File: src/rtl/inst_buffer_pkg.sv
// inst_buffer_pkg: shared fetch/decode definitions.
//   XLEN           - address width
//   NOP            - canonical no-op encoding (addi x0,x0,0)
//   INST_BUF_SIZE  - default buffer depth, shared by ifetch and inst_buffer
//   IF_ID_PACKET   - packet handed from ifetch to decode
//   NOP_PACKET     - defined packet shown when no entry is present
package inst_buffer_pkg;

  localparam int          XLEN          = 32;
  localparam logic [31:0] NOP           = 32'h0000_0013;
  localparam int          INST_BUF_SIZE = 8;

  typedef struct packed {
    logic [31:0]     inst;
    logic [XLEN-1:0] PC;
    logic [XLEN-1:0] NPC;
    logic            valid;
  } IF_ID_PACKET;

  localparam IF_ID_PACKET NOP_PACKET = '{inst: NOP, PC: '0, NPC: '0, valid: 1'b0};

endpackage

File: src/rtl/inst_buffer.sv
// inst_buffer: FIFO of IF_ID_PACKETs between ifetch and decode.
// Ports:
//   clock, reset (async, active low)
//   if_packet  in   packet from ifetch, .valid = push request
//   flush      in   synchronous discard of all entries (beats push/pop)
//   id_ready   in   decode takes id_packet this cycle
//   if_valid   out  buffer can take a push this cycle
//   id_packet  out  head entry (combinational), NOP packet when empty
//   count/full/empty out  occupancy status
// Optional: define INST_BUF_BYPASS_EN to forward if_packet straight to
// id_packet when the buffer is empty and decode is ready (0-cycle latency).
module inst_buffer
  import inst_buffer_pkg::*;
#(
  parameter  int DEPTH = INST_BUF_SIZE,
  localparam int PTR_W = $clog2(DEPTH)
) (
  input  logic             clock,
  input  logic             reset,
  input  IF_ID_PACKET      if_packet,
  input  logic             flush,
  input  logic             id_ready,
  output logic             if_valid,
  output IF_ID_PACKET      id_packet,
  output logic [PTR_W:0]   count,
  output logic             full,
  output logic             empty
);

  IF_ID_PACKET            r_mem [DEPTH];
  logic [PTR_W-1:0]       r_head, r_tail;
  logic [PTR_W:0]         r_count;

  logic w_empty, w_full, w_pop, w_push, w_bypass;

  always_comb begin
    w_empty = (r_count == '0);
    w_full  = (r_count == (PTR_W+1)'(DEPTH));
`ifdef INST_BUF_BYPASS_EN
    // Empty buffer with decode ready: hand the packet over directly and
    // leave storage/pointers untouched.
    w_bypass = w_empty && if_packet.valid && id_ready && !flush;
`else
    w_bypass = 1'b0;
`endif
    w_pop  = id_ready && !w_empty;
    // A full buffer still accepts a push when a pop frees the slot this cycle.
    w_push = if_packet.valid && (!w_full || w_pop) && !w_bypass;
  end

  always_comb begin
    id_packet = NOP_PACKET;
    if (w_bypass) begin
      id_packet = if_packet;
    end else if (!w_empty) begin
      id_packet       = r_mem[r_head];
      id_packet.valid = 1'b1;
    end
  end

  assign if_valid = !w_full || id_ready;
  assign count    = r_count;
  assign full     = w_full;
  assign empty    = w_empty;

  always_ff @(posedge clock or negedge reset) begin
    if (!reset) begin
      r_head  <= '0;
      r_tail  <= '0;
      r_count <= '0;
    end else if (flush) begin
      r_head  <= '0;
      r_tail  <= '0;
      r_count <= '0;
    end else begin
      if (w_pop)  r_head <= r_head + 1'b1;
      if (w_push) r_tail <= r_tail + 1'b1;
      case ({w_push, w_pop})
        2'b10:   r_count <= r_count + 1'b1;
        2'b01:   r_count <= r_count - 1'b1;
        default: r_count <= r_count;
      endcase
    end
  end

  // Storage is not reset; occupancy alone decides what is meaningful.
  always_ff @(posedge clock) begin
    if (w_push && !flush) r_mem[r_tail] <= if_packet;
  end

endmodule

File: config.mk
export PLATFORM = sky130hd
export DESIGN_NAME = inst_buffer
export DESIGN_NICKNAME = d
export VERILOG_FILES = /design/src/rtl/inst_buffer_pkg.sv /design/src/rtl/inst_buffer.sv
export SDC_FILE = /design/constraint.sdc
export NUM_CORES = 1
export LEC_CHECK = 0
export CAP_MARGIN = 20
export CORE_ASPECT_RATIO = 0.8
export CORE_MARGIN = 5
export CORE_UTILIZATION = 50
export DETAILED_ROUTE_END_ITERATION = 8
export PLACE_DENSITY = 0.7
export SYNTH_ARGS = -nofsm -noshare
export SYNTH_HDL_FRONTEND = slang
export SYNTH_SLANG_ARGS = --single-unit
File: constraint.sdc
create_clock -name clock -period 16.1 [get_ports clock]
set_input_delay 4.83 -clock clock [delete_from_list [all_inputs] [get_ports clock]]
set_output_delay 4.83 -clock clock [all_outputs]
set_load 0.01 [all_outputs]
==> job_summary.md, run 1 <==
## Implementation flow summary

| Metric | Value |
|---|---|
| Status | completed |
| Final ANT Viol Nets | 0 |
| Worst Path Max Fanout | 8 |
| Final Hold Vio Count | 0 |
| Simple-gate share of the synthesized area | 0.01825 |
| Combinational power share | 0.244 |
| Switch share | 0.2597 |
| Reg power frac | 0.437 |
| Post-layout min period | 11.01 ns |
| YS chip area | 0.02969 mm² |
| Grt met2 use | 0.3030 |
| Endpoint class of the critical path | output port |
| Hold endpoint | r_head[0] |
| Final setup violating endpoints | 0 |
| Netlist Area Pre-Place | 0.02969 mm² |
| Yosys top cell by area | edfxtp_1 |
| Top sig layer | met5 |
| Pint | 3916 µW |
| Overall Global Routing Usage | 0.1886 |
| PD cells | 151.1 mW/mm² |
| Commonest cells in the netlist | edfxtp_1 (768), mux4_2 (192), nor2_1 (106) |
| Post-DP HPWL | 31480 µm |
| Via count | 13647 |
| Post-Route Utilization | 0.5984 |
| # IOs | 205 |
| N_diodes | 4 |
| Buffer share of cell area | 0.06461 |
| Setup Crit Path Kind | input pin to output port |
| MUX share of area | 0.1790 |
| Detailed Routing Iterations Pass 1 | 5 |
| WHS Path Cells | 2 |
| GRT Max-Usage Layer | met2 |
| Root Buffer | clkbuf_16 |
| Post-synth ARST share | 0.01285 |
| Min-delay src | r_head[0] |
| Fraction of layout cells with a size suffix above 1 | 0.2136 |
| Number of core rows | 79 |
| Port bufs | 204 |
| Max-cap violations | 0 |
| Placer congestion estimate | 0.7395 |
| Combinational share of cell area | 0.1746 |
| Complex Gates by Area | 0.003160 |
| Initial DRC Count | 1091 |
-- run 1: power by group through the flow --
stage                     registers [µW]  clock network (µW)  logic, µW
after global routing                2320                1810       1400
after global placement              2350                   0       1310
after floorplan                     2350                   0        748
after detailed placement            2360                   0       1320
after CTS                           2310                1720       1330
final                               2310                1680       1290
-- run 1: metrics by stage --
stage                     std cells  total power (µW)  hold WS [ns]
after floorplan                1289              3099        0.5785
after global placement         2218              3665        0.6050
after detailed placement       2218              3677        0.6165
after CTS                      2346              5362        0.6332
after global routing           2348              5527        0.6707
final                          2351              5290        0.6279
-- run 1: sequential cells by signal, summed over array words and instances (netlist names) --
name / flops
r_mem: 768
r_head: 3
count: 4
r_tail: 3
-- run 1: critical path: stages --
cell	delay, ns
clkdlybuf4s50_1	0.64
nand2b_1	0.17
clkdlybuf4s50_1	0.55
Figure 1. PDN straps and rails (run 1).
Pins as bars on the die edge.
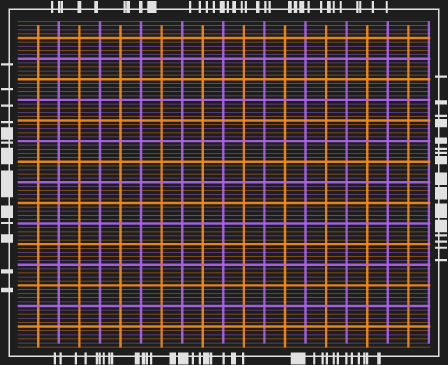
purple -> VDD
orange -> VSS
rows = 79
signal pins = 205
met5 straps = 15

Figure 2. Sequential cells grouped by signal name (run 1).
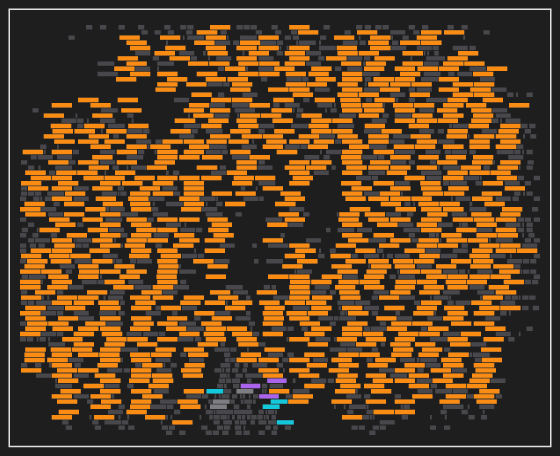
cyan -> count  # placed flops 4, where bottom centre
orange -> r_mem  # placed flops 768, where widely spread
purple -> r_head  # placed flops 3
not coloured = 3

Figure 3. The clock network (run 1).
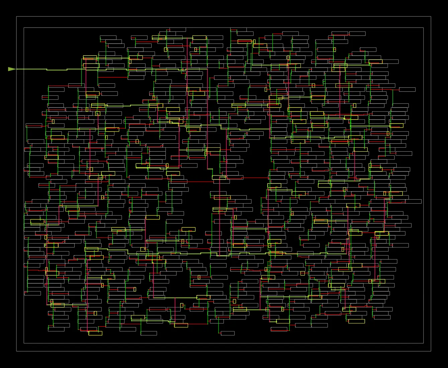
CTS buffer count: 73
Layout Skew: 0.02106 ns

Figure 4. Signal wires on met1 (run 1).
Supply wires on this layer in grey.
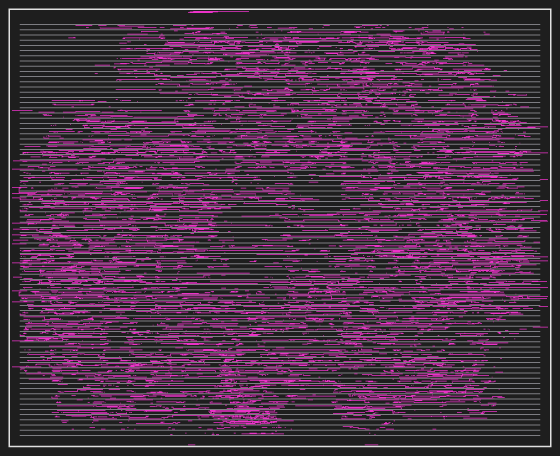
nets with wire on the layer = 1533
share of all routed wire = 43%
longest straight run = 76.8 µm
main direction = horizontal

==> run 2: changes to the inputs <==
==> constraint.sdc (replaced) <==
create_clock -name clock -period 10.35 [get_ports clock]
set_input_delay 3.105 -clock clock [delete_from_list [all_inputs] [get_ports clock]]
set_output_delay 3.105 -clock clock [all_outputs]
set_load 0.01 [all_outputs]
Figure 5. The clock network (run 2).
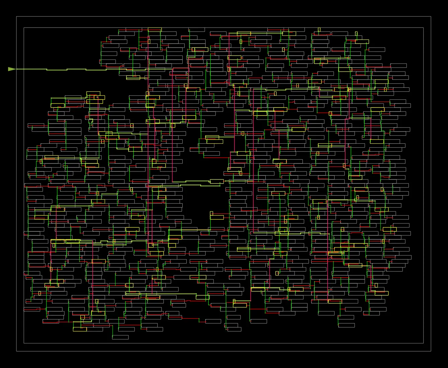
CTS buffer count: 76
final-layout clock buffer total: 94
Layout Skew: 0.01501 ns
# clock sinks: 778

==> run 2 against run 1 <==
- sequential power grew 56%
- synthesized cell count is the same
- worst hold slack gained 0.045 ns
- global-route usage shrank 0.37 points
- setup slack lost 2.3 ns
- clock skew shrank 0.0061 ns
- die size is the same
- sequential share of layout area is essentially flat
- power grew 55%
- non-clock buffer count is the same
- clock-buffer cell count grew 8
- critical endpoint unchanged
==> job_summary.md, run 2 <==
## Implementation flow summary

| Metric | Value |
|---|---|
| Status | completed |
| Comb. pwr | 1960 µW |
| Endpoint class of the critical path | output port |
| Post-Route Utilization | 0.5987 |
| Port bufs | 204 |
| Grt met2 use | 0.2953 |
| PD cells | 233.4 mW/mm² |
| Crit path buffers/inverters | 2 |
| Power Clock | 2610 µW |
| GRT Max-Usage Layer | met2 |
| # IOs | 205 |
| CP max stage cell | clkdlybuf4s50_1 |
| Fraction of layout cells with a size suffix above 1 | 0.2148 |
| N_diodes | 4 |
| Final Hold Vio Count | 0 |
| Final Non-Filler Cells | 2356 |
| Post-DP HPWL | 31060 µm |
| Max FFs per register | 768 |
| Worst Path Max Fanout | 8 |
| Max-cap violations | 0 |
| Min-delay src | count[2] |
| Top cell by count, worst path | clkdlybuf4s50_1 |
| Post-layout min period | 7.567 ns |
| Detailed Routing Iterations Pass 1 | 5 |
| Setup Crit Path Kind | input pin to output port |
| Top Consumer | sequential cells |
| Hold Slack | 0.6726 ns |
| Commonest cells in the netlist | edfxtp_1 (768), mux4_2 (192), nor2_1 (106) |
| WP depth | 3 |
| Combinational power share | 0.239 |
| Reg power frac | 0.442 |
| Top reg by flops | r_mem |
| Number of core rows | 79 |
| Initial DRC Count | 1038 |
| Final setup violating endpoints | 0 |
Figure 6. PDN straps and rails (run 2).
Pins as bars on the die edge.
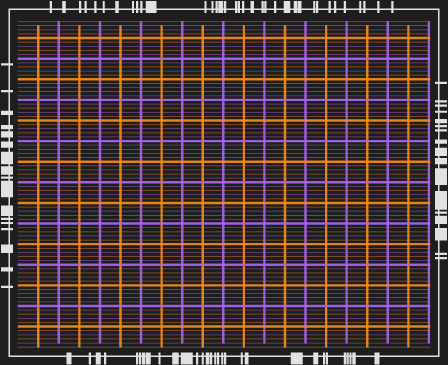
purple -> VDD
orange -> VSS
rows = 79
met5 straps = 15
met1 rails = 80
signal pins = 205
met4 straps = 20

==> run 2: cell count changes in the layout (fill, tap and decap cells not counted), moves of 2 or more <==
cell,previous run,this run
clkinv_8,0,2
clkinvlp_4,1,3
clkbuf_1,9,14
clkinv_1,19,16
clkbuf_8,0,3
bufinv_16,7,4
==> run 2: kinds of logic (layout without fill, tap and decap cells) <==
family | count (synthesis) | in the layout | share of synthesized area
AND/OR/NAND/NOR | 129 | 129 | 0.01825
adder cells (fa/ha/maj) | 4 | 4 | 0.001686
XOR/XNOR | 7 | 7 | 0.002065
AND-OR/OR-AND | 10 | 10 | 0.003161
buffers and inverters | 70 | 364 | 0.01070
other | 0 | 4 | 0
flip-flops | 778 | 778 | 0.7851
multiplexers | 291 | 291 | 0.1790
Figure 7. Signal wires on met1 (run 2).
Supply wires on this layer in grey.
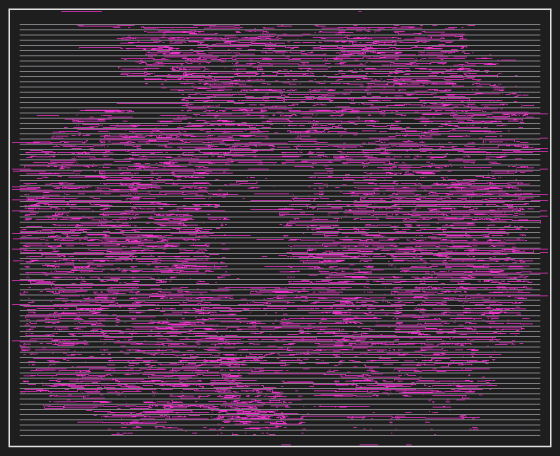

==> run 3: changes to the inputs <==
==> constraint.sdc (replaced) <==
create_clock -name clock -period 7.4 [get_ports clock]
set_input_delay 2.22 -clock clock [delete_from_list [all_inputs] [get_ports clock]]
set_output_delay 2.22 -clock clock [all_outputs]
set_load 0.01 [all_outputs]
Figure 8. Signal wires on met1 (run 3).
Supply wires on this layer in grey.
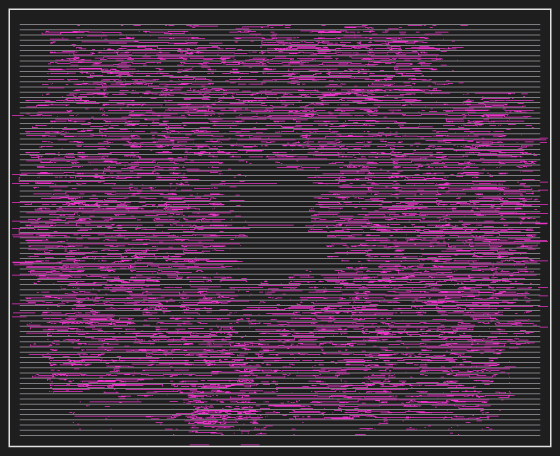
share of all routed wire = 42%
wire length on this layer = 25.0 mm
longest straight run = 78.7 µm

Figure 9. The clock network (run 3).
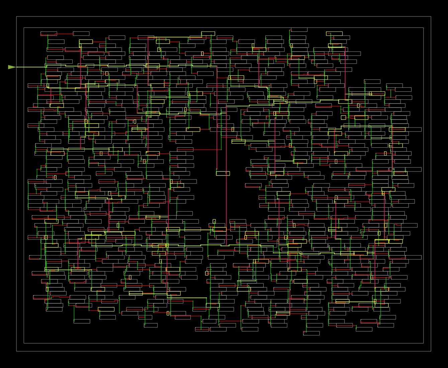
clk_lat worst skew: 0.59 ns
CTS buffer count: 75
Layout Skew: 0.01014 ns

==> run 3 against run 2 <==
- final area barely moved
- non-clock buffer count up 2
- critical path type is now register to output port
- sequential power up 41%
- wire length is 0.11% lower
- core utilization is essentially flat
- worst hold slack got worse by 0.0081 ns
- die size unchanged
- highest routed layer unchanged
- power rose by 40%
- area after synthesis unchanged
- clock power rose by 36%
- global-route usage is essentially flat
==> job_summary.md, run 3 <==
## Implementation flow summary

| Metric | Value |
|---|---|
| CP max stage cell | dfrtp_4 |
| Grt met2 use | 0.3074 |
| Placer congestion estimate | 0.7089 |
| Status | completed |
| Final Non-Filler Cells | 2352 |
| Power Clock | 3550 µW |
| Hold Slack | 0.6645 ns |
| GRT Max-Usage Layer | met2 |
| Post-DP HPWL | 30990 µm |
| Commonest cells in the netlist | edfxtp_1 (768), mux4_2 (192), nor2_1 (106) |
| # clock sinks | 778 |
| Root Buffer | clkbuf_16 |
| Crit path cell chain | buf_4, mux4_2, mux2i_1, nor2_1, clkdlybuf4s50_1 |
| Netlist Area Pre-Place | 0.02969 mm² |
| Initial DRC Count | 1047 |
| XOR/XNOR Area Share | 0.002065 |
| Pint | 8452 µW |
| Final ANT Viol Nets | 0 |
| Max FFs per register | 768 |
| Post-Route Utilization | 0.5991 |
| Combinational power share | 0.244 |
| Crit path buffers/inverters | 2 |
| Final Hold Vio Count | 0 |
| Number of core rows | 79 |
| Yosys top cell by area | edfxtp_1 |
| Delay-heaviest family, CP | buffers and inverters |
| Main logic family | multiplexers |
## run 3: layout make-up
type                       instances  share of cell area
clock inverter                    33            0.006281
sequential                       778              0.6653
clock buffer                      94             0.05799
tap                              769             0.02744
antenna                            4           0.0002855
timing repair buffer             231             0.06759
inverter                           2           0.0002855
multi-input combinational        441              0.1749
## run 3: per-layer routing
layer  vias up  routed length, µm
met5         -                 64
met4        12                966
met3        83               3581
met2       340              29780
met1      7117              24970
li1       5868                  -
## run 3: logic make-up after synthesis
group           after synthesis
xor+xnor                      7
buf+inv                      70
compound gates               10
fa+ha+maj                     4
flops                       778
simple gates                129
mux                         291
## run 3: worst reg2reg max path, delay by kind of cell (launching register included)
family	cells	cell delay [ns]
buf+inv	2	0.57
flops	1	0.50
simple gates	4	1.61
Power figures rest on the tool's default switching activity, not on a simulated workload.
